### config.mk
export PLATFORM = sky130hd
export DESIGN_NAME = rr_arb4
export DESIGN_NICKNAME = d
export VERILOG_FILES = /design/src/rtl/arb_pkg.sv /design/src/rtl/onehot_enc4.sv /design/src/rtl/rr_arb4.sv
export SDC_FILE = /design/constraint.sdc
export NUM_CORES = 1
export LEC_CHECK = 0
export CORE_MARGIN = 3
export CORE_UTILIZATION = 36
export CTS_CLUSTER_DIAMETER = 60
export CTS_CLUSTER_SIZE = 14
export DETAILED_ROUTE_END_ITERATION = 10
export GPL_TIMING_DRIVEN = 1
export REMOVE_ABC_BUFFERS = 1
export SKIP_CTS_REPAIR_TIMING = 1
export SYNTH_ARGS = -nofsm -noshare
export SYNTH_HDL_FRONTEND = slang
export SYNTH_HIERARCHICAL = 1
export SYNTH_SLANG_ARGS = --single-unit
### constraint.sdc
create_clock -name clk -period 6.7 [get_ports clk]
set_clock_uncertainty 0.1 [all_clocks]
set_input_delay 1.675 -clock clk [delete_from_list [all_inputs] [get_ports clk]]
set_output_delay 1.675 -clock clk [all_outputs]
set_load 0.02 [all_outputs]
### src/rtl/arb_pkg.sv
// Shared types and helpers for the 4-way round-robin arbiter.
// Holds the FSM state encoding, requester count and the rotating-priority pick.
package arb_pkg;

  localparam int N_REQ = 4;
  localparam int ID_W  = 2;

  typedef enum logic [1:0] {
    IDLE    = 2'd0,
    GRANT   = 2'd1,
    RELEASE = 2'd2
  } arb_state_e;

  // First set request at or above ptr, wrapping; the downward loop lets the
  // nearest candidate overwrite any farther one.
  function automatic logic [N_REQ-1:0] rr_pick(input logic [N_REQ-1:0] req,
                                               input logic [ID_W-1:0]  ptr);
    logic [N_REQ-1:0] pick;
    logic [ID_W-1:0]  idx;
    pick = '0;
    for (int k = N_REQ - 1; k >= 0; k--) begin
      idx = ptr + ID_W'(k);
      if (req[idx]) begin
        pick      = '0;
        pick[idx] = 1'b1;
      end
    end
    return pick;
  endfunction

endpackage

### src/rtl/onehot_enc4.sv
// One-hot (or all-zero) 4-bit vector to 2-bit binary index.
// All-zero input yields index 0.
module onehot_enc4
  import arb_pkg::*;
(
  input  logic [N_REQ-1:0] i_onehot,
  output logic [ID_W-1:0]  o_id
);

  // With at most one bit set, each index bit is simply an OR of its members.
  assign o_id = {i_onehot[3] | i_onehot[2], i_onehot[3] | i_onehot[1]};

endmodule

### src/rtl/rr_arb4.sv
// Four-requester round-robin arbiter with a bounded hold time per grant.
// Every grant ends with one RELEASE cycle, then a fresh IDLE arbitration.
module rr_arb4
  import arb_pkg::*;
#(
  parameter int MAX_HOLD = 8,
  parameter int CNT_W    = 8
) (
  input  logic             clk,
  input  logic             rst_n,
  input  logic [N_REQ-1:0] req,
  output logic [N_REQ-1:0] gnt,
  output logic [ID_W-1:0]  gnt_id,
  output logic             gnt_valid,
  output logic             hold_expired,
  output logic [1:0]       o_dbg_state
);

  // Handshake: req[i] is a level request sampled every rising edge; a grant
  // is owned while gnt[i] is high and ends when req[gnt_id] drops or the
  // hold limit is reached; the grant is visible one cycle after sampling.

  localparam logic [CNT_W-1:0] LP_HOLD_LAST = CNT_W'(MAX_HOLD - 1);

  arb_state_e       r_state;
  logic [ID_W-1:0]  r_ptr;
  logic [CNT_W-1:0] r_hold_cnt;

  logic [N_REQ-1:0] w_winner;
  logic [ID_W-1:0]  w_win_id;
  logic             w_own_req;
  logic             w_hold_done;

  assign w_winner    = rr_pick(req, r_ptr);
  assign w_own_req   = req[gnt_id];
  assign w_hold_done = (r_hold_cnt == LP_HOLD_LAST);
  assign o_dbg_state = r_state;

  onehot_enc4 u_enc (
    .i_onehot (w_winner),
    .o_id     (w_win_id)
  );

  always_ff @(posedge clk) begin
    if (!rst_n) begin
      r_state      <= IDLE;
      r_ptr        <= '0;
      r_hold_cnt   <= '0;
      gnt          <= '0;
      gnt_id       <= '0;
      gnt_valid    <= 1'b0;
      hold_expired <= 1'b0;
    end else begin
      hold_expired <= 1'b0;
      case (r_state)
        IDLE: begin
          if (|req) begin
            r_state    <= GRANT;
            gnt        <= w_winner;
            gnt_id     <= w_win_id;
            gnt_valid  <= 1'b1;
            r_hold_cnt <= '0;
          end
        end
        GRANT: begin
          // A dropped request wins over the limit, so no timeout pulse then.
          if (!w_own_req || w_hold_done) begin
            r_state      <= RELEASE;
            hold_expired <= w_own_req & w_hold_done;
            r_ptr        <= gnt_id + 2'd1;
            r_hold_cnt   <= '0;
            gnt          <= '0;
            gnt_id       <= '0;
            gnt_valid    <= 1'b0;
          end else begin
            r_hold_cnt <= r_hold_cnt + 1'b1;
          end
        end
        RELEASE: begin
          r_state    <= IDLE;
          r_hold_cnt <= '0;
          gnt        <= '0;
          gnt_id     <= '0;
          gnt_valid  <= 1'b0;
        end
        default: begin
          r_state    <= IDLE;
          r_hold_cnt <= '0;
          gnt        <= '0;
          gnt_id     <= '0;
          gnt_valid  <= 1'b0;
        end
      endcase
    end
  end

endmodule

run_1/congestion.png
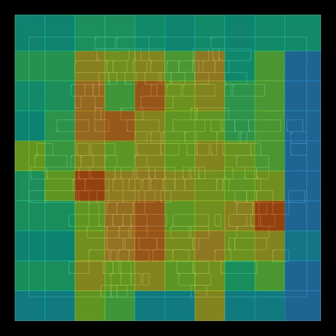
met2 Use GR: 20.9%
drt wl/cell: 14.3 um
Core Util, Final: 44.4%
grt peak-use layer: met2
Tot GR Track Use: 13.5%

run_1/sizes.png
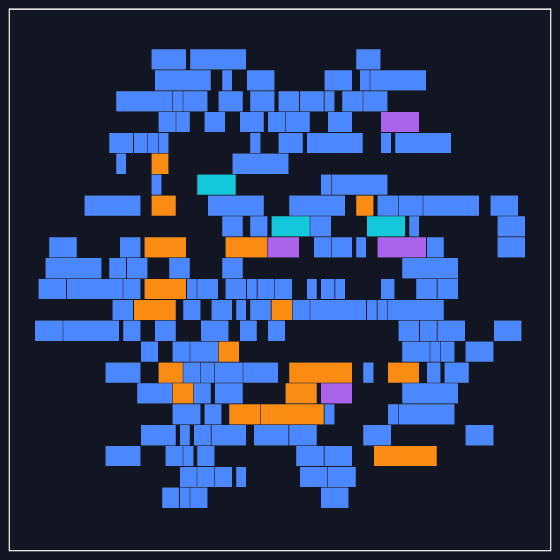
Key: blue = _0 and _1 cells [cells 149, share 86%, most used dfxtp_1]; cyan = _6 and larger [cells 3, share 1.7%, most used clkbuf_8]; purple = _3 and _4 cells [cells 4, share 2.3%]; orange = _2 cells [cells 17, share 9.8%, most used a221oi_2]

run_1/clk_routes.png
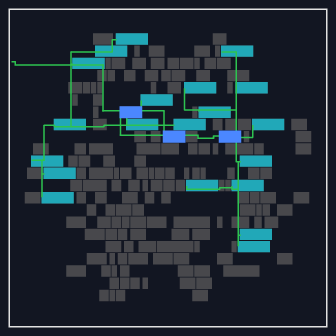
Key: blue = clock drivers [count 3]; cyan = flip-flops [count 20]; green = clock wires [length 251 um]
There are 4 routed clock nets.

==> impl_metrics.env, run 1 <==
# physical design summary
export IMPL_reg2reg_from="r_ptr[0]$_SDFFE_PN0P_"
export IMPL_min_path_type="register to register"
export IMPL_hold_viol=0
export IMPL_multi_input_comb_cells=130
export IMPL_layout_setup_ws_ns=2.92
export IMPL_hold_path_depth=2
export IMPL_row_count=22
export IMPL_ir_drop_v=0.000133
export IMPL_p_per_area_mw_per_mm2=349
export IMPL_hp_start="gnt_valid$_SDFFE_PN0P_"
export IMPL_seq_power_share_pct=30.8
export IMPL_worstRegToRegCells=9
export IMPL_gr_usage_met1_pct=19.7
export IMPL_buffer_area_share_pct=8.84
export IMPL_final_layout_top_logic_cells="dfxtp_1, clkdlybuf4s50_1, nor2_1, nand2_1, ha_1"
export IMPL_core_mm2=0.00383
export IMPL_sh_seq_area_pct=23.6
export IMPL_port_buffers=15
export IMPL_fp_util_pct=39.0
export IMPL_power_uw=593
export IMPL_cts_max_path_buffers=2
export IMPL_stdcell_count=221
export IMPL_first_global_vias=1167
export IMPL_grt_pass1_wl_mm=5.53
export IMPL_worst_pin_slew_ns=0.559
export IMPL_antenna_cells=0
export IMPL_top_layer="met4"
export IMPL_cp_startpoint="req[2]"
export IMPL_met3_usage_pct=3.02
export IMPL_path_class="primary input to register"
export IMPL_worstSetupEndpointType="register"
export IMPL_clkCellAreaFrac_pct=2.43
export IMPL_insertion_delay_ns=0.25
export IMPL_route_met3_wl_um=133
export IMPL_wl_met2_mm=1.42
export IMPL_clkbuf_count=3
export IMPL_cts_tree="yes"
export IMPL_relSlewSlack_pct=62.7
export IMPL_whs_endpoint="gnt_valid$_SDFFE_PN0P_"
export IMPL_crit_path_end="gnt_id[0]$_SDFFE_PN0P_"
export IMPL_totalWireLength_mm=3.17
export IMPL_slew_violations=0
export IMPL_startpoint_type="primary input"
export IMPL_hold_ws_ns=0.372
export IMPL_dp_final_hpwl_mm=2.41
export IMPL_switching_share_pct=42.5
export IMPL_area_growth_pct=13.9
export IMPL_ant_nets=0
export IMPL_drc=0
export IMPL_r2r_slack_ns=3.56
export IMPL_period_used_pct=56.4
export IMPL_pwr_share_comb_pct=56.6
export IMPL_status="finished, final reports clean"
export IMPL_inverters=5
export IMPL_comb_area_mm2=0.00103
export IMPL_vias=1214
export IMPL_largestClassByArea="combinational gates"
export IMPL_syn_cell_area_mm2=0.00149
export IMPL_grt_antenna_before_repair=0
export IMPL_flop_area_um2=400
export IMPL_vias_per_cell=5.49
export IMPL_clock_root_buffer="clkbuf_8"
export IMPL_place_area_mm2=0.00166
export IMPL_setup_viol=0
export IMPL_design_area_mm2=0.00170
export IMPL_grt_overflow=0
export IMPL_layout_nets=189
export IMPL_comb_share_pct=60.5
export IMPL_fin_crit_ns=3.78
## run 1: flip-flops by register name, summed over array words and instances, names as in the netlist
| register | cells |
|---|---|
| gnt_valid | 1 |
| gnt_id | 2 |
| r_ptr | 2 |
| o_dbg_state | 2 |
| r_hold_cnt | 8 |
| gnt | 4 |
| hold_expired | 1 |
## run 1: critical path, cell delays in order
cell             delay (ns)
clkdlybuf4s50_1        0.52
mux4_2                 0.61
a2111oi_1              0.47
o31ai_1                0.16
or2_1                  0.25
nand2_1                0.06
o21ai_0                0.06
## run 1: power groups by stage
stage               logic (uW)  registers [uW]  clock network [uW]
detailed placement         333             185                   0
global placement           333             184                   0
finish                     336             182                75.1
CTS                        336             183                79.1
floorplan                  220             200                   0
global route               370             190                83.2
run_1/layer_met3.png
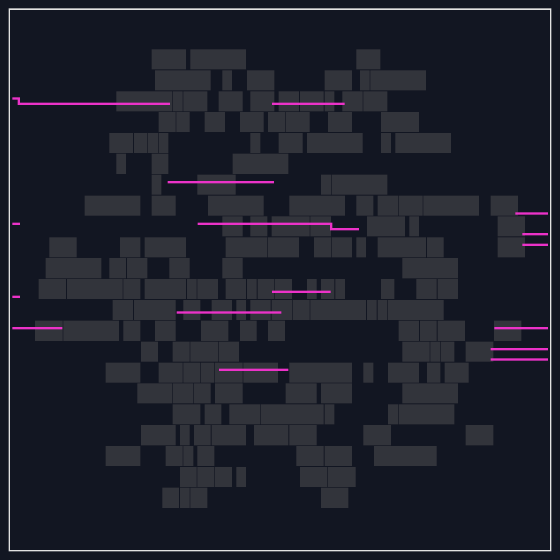

## Run 2: what changed since run 1
==> constraint.sdc (replaced) <==
create_clock -name clk -period 3.7 [get_ports clk]
set_clock_uncertainty 0.1 [all_clocks]
set_input_delay 0.925 -clock clk [delete_from_list [all_inputs] [get_ports clk]]
set_output_delay 0.925 -clock clk [all_outputs]
set_load 0.02 [all_outputs]
run_2/layer_met3.png
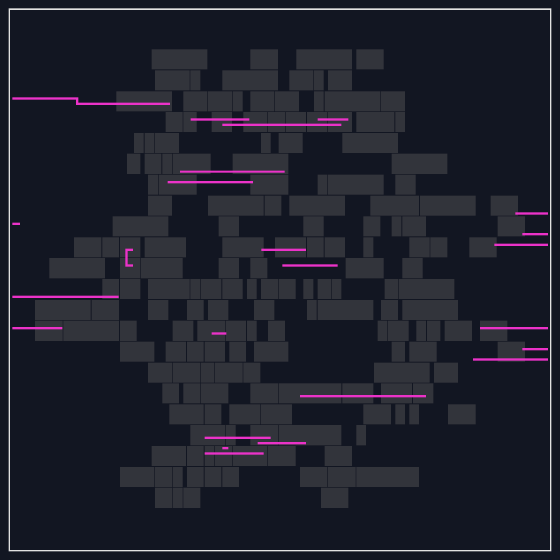
The layer carries 182 um of wire. The layer holds 5.7% of the routed length. The wires run mostly horizontal. The longest straight run is 16.1 um.

run_2/congestion.png
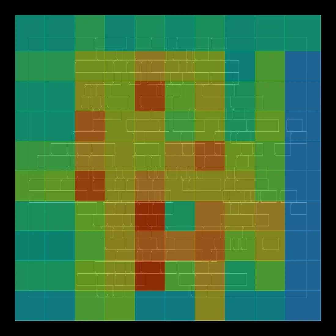
GR Util met3: 3.74%
Tot GR Track Use: 13.3%
met2 Use GR: 20.8%

==> run 2 against run 1 <==
  * Utilization grew 0.56 points
  * Synthesized cell count unchanged
  * Wire length grew 0.76%
  * Largest power group unchanged
==> impl_metrics.env, run 2 <==
# physical design summary
export IMPL_final_layout_top_logic_cells="dfxtp_1, clkdlybuf4s50_1, nor2_1, nand2_1, ha_1"
export IMPL_r2r_slack_ns=0.61
export IMPL_hold_ws_ns=0.380
export IMPL_crit_chain="clkdlybuf4s50_1 -> mux4_2 -> a2111oi_1 -> o31ai_1 -> or2_1 -> nand2_1 -> o21ai_0"
export IMPL_fin_crit_ns=3.09
export IMPL_period_used_pct=83.6
export IMPL_fp_util_pct=39.0
export IMPL_core_mm2=0.00383
export IMPL_worstSetupEndpointType="register"
export IMPL_path_depth=7
export IMPL_port_buffers=15
export IMPL_place_area_mm2=0.00167
export IMPL_largestRegisters="r_hold_cnt (8), gnt (4)"
export IMPL_hold_path_depth=2
export IMPL_power_uw=1110
export IMPL_grt_pass1_wl_mm=5.45
export IMPL_worst_pin_slew_ns=0.555
export IMPL_crit_family="AND-OR/OR-AND gates"
export IMPL_ant_nets=0
export IMPL_design_area_mm2=0.00172
export IMPL_first_global_vias=1172
export IMPL_final_util_pct=45.0
export IMPL_min_path_type="register to register"
export IMPL_worstRegToRegCells=9
export IMPL_status="finished, final reports clean"
export IMPL_reg2reg_from="r_ptr[1]$_SDFFE_PN0P_"
export IMPL_cpPeakStageDelay_ns=0.61
export IMPL_slew_violations=0
export IMPL_hp_start="gnt_valid$_SDFFE_PN0P_"
export IMPL_whs_endpoint="gnt_valid$_SDFFE_PN0P_"
export IMPL_row_count=22
export IMPL_startpoint_type="primary input"
export IMPL_top_register="r_hold_cnt"
export IMPL_vias=1247
export IMPL_clock_root_buffer="clkbuf_8"
export IMPL_vias_per_cell=5.59
export IMPL_hold_viol=0
## run 2: area by class of cell
class	count	area [um2]	area share, %
sequential	20	400	23.3
timing repair buffer	16	158	9.16
inverter	5	18.8	1.09
multi-input combinational	130	1030	59.8
clock buffer	4	55.1	3.20
tap	48	60.1	3.49
## run 2: power breakdown
group | internal (uW) | switching [uW] | leakage [uW] | total, uW
registers | 261 | 52.4 | 0.000163 | 314
clock network | 94.7 | 70.7 | 0.0000288 | 165
logic | 289 | 344 | 0.000441 | 632
## run 2: layer usage
metal | global-route usage [%] | routed length (um) | up-vias
met5 | 0 | 0 | -
met4 | 3.19 | 25 | 0
met3 | 3.74 | 181 | 4
met2 | 20.8 | 1430 | 36
met1 | 18.1 | 1560 | 583
li1 | - | - | 624
Power is estimated from default activity; no workload was simulated.
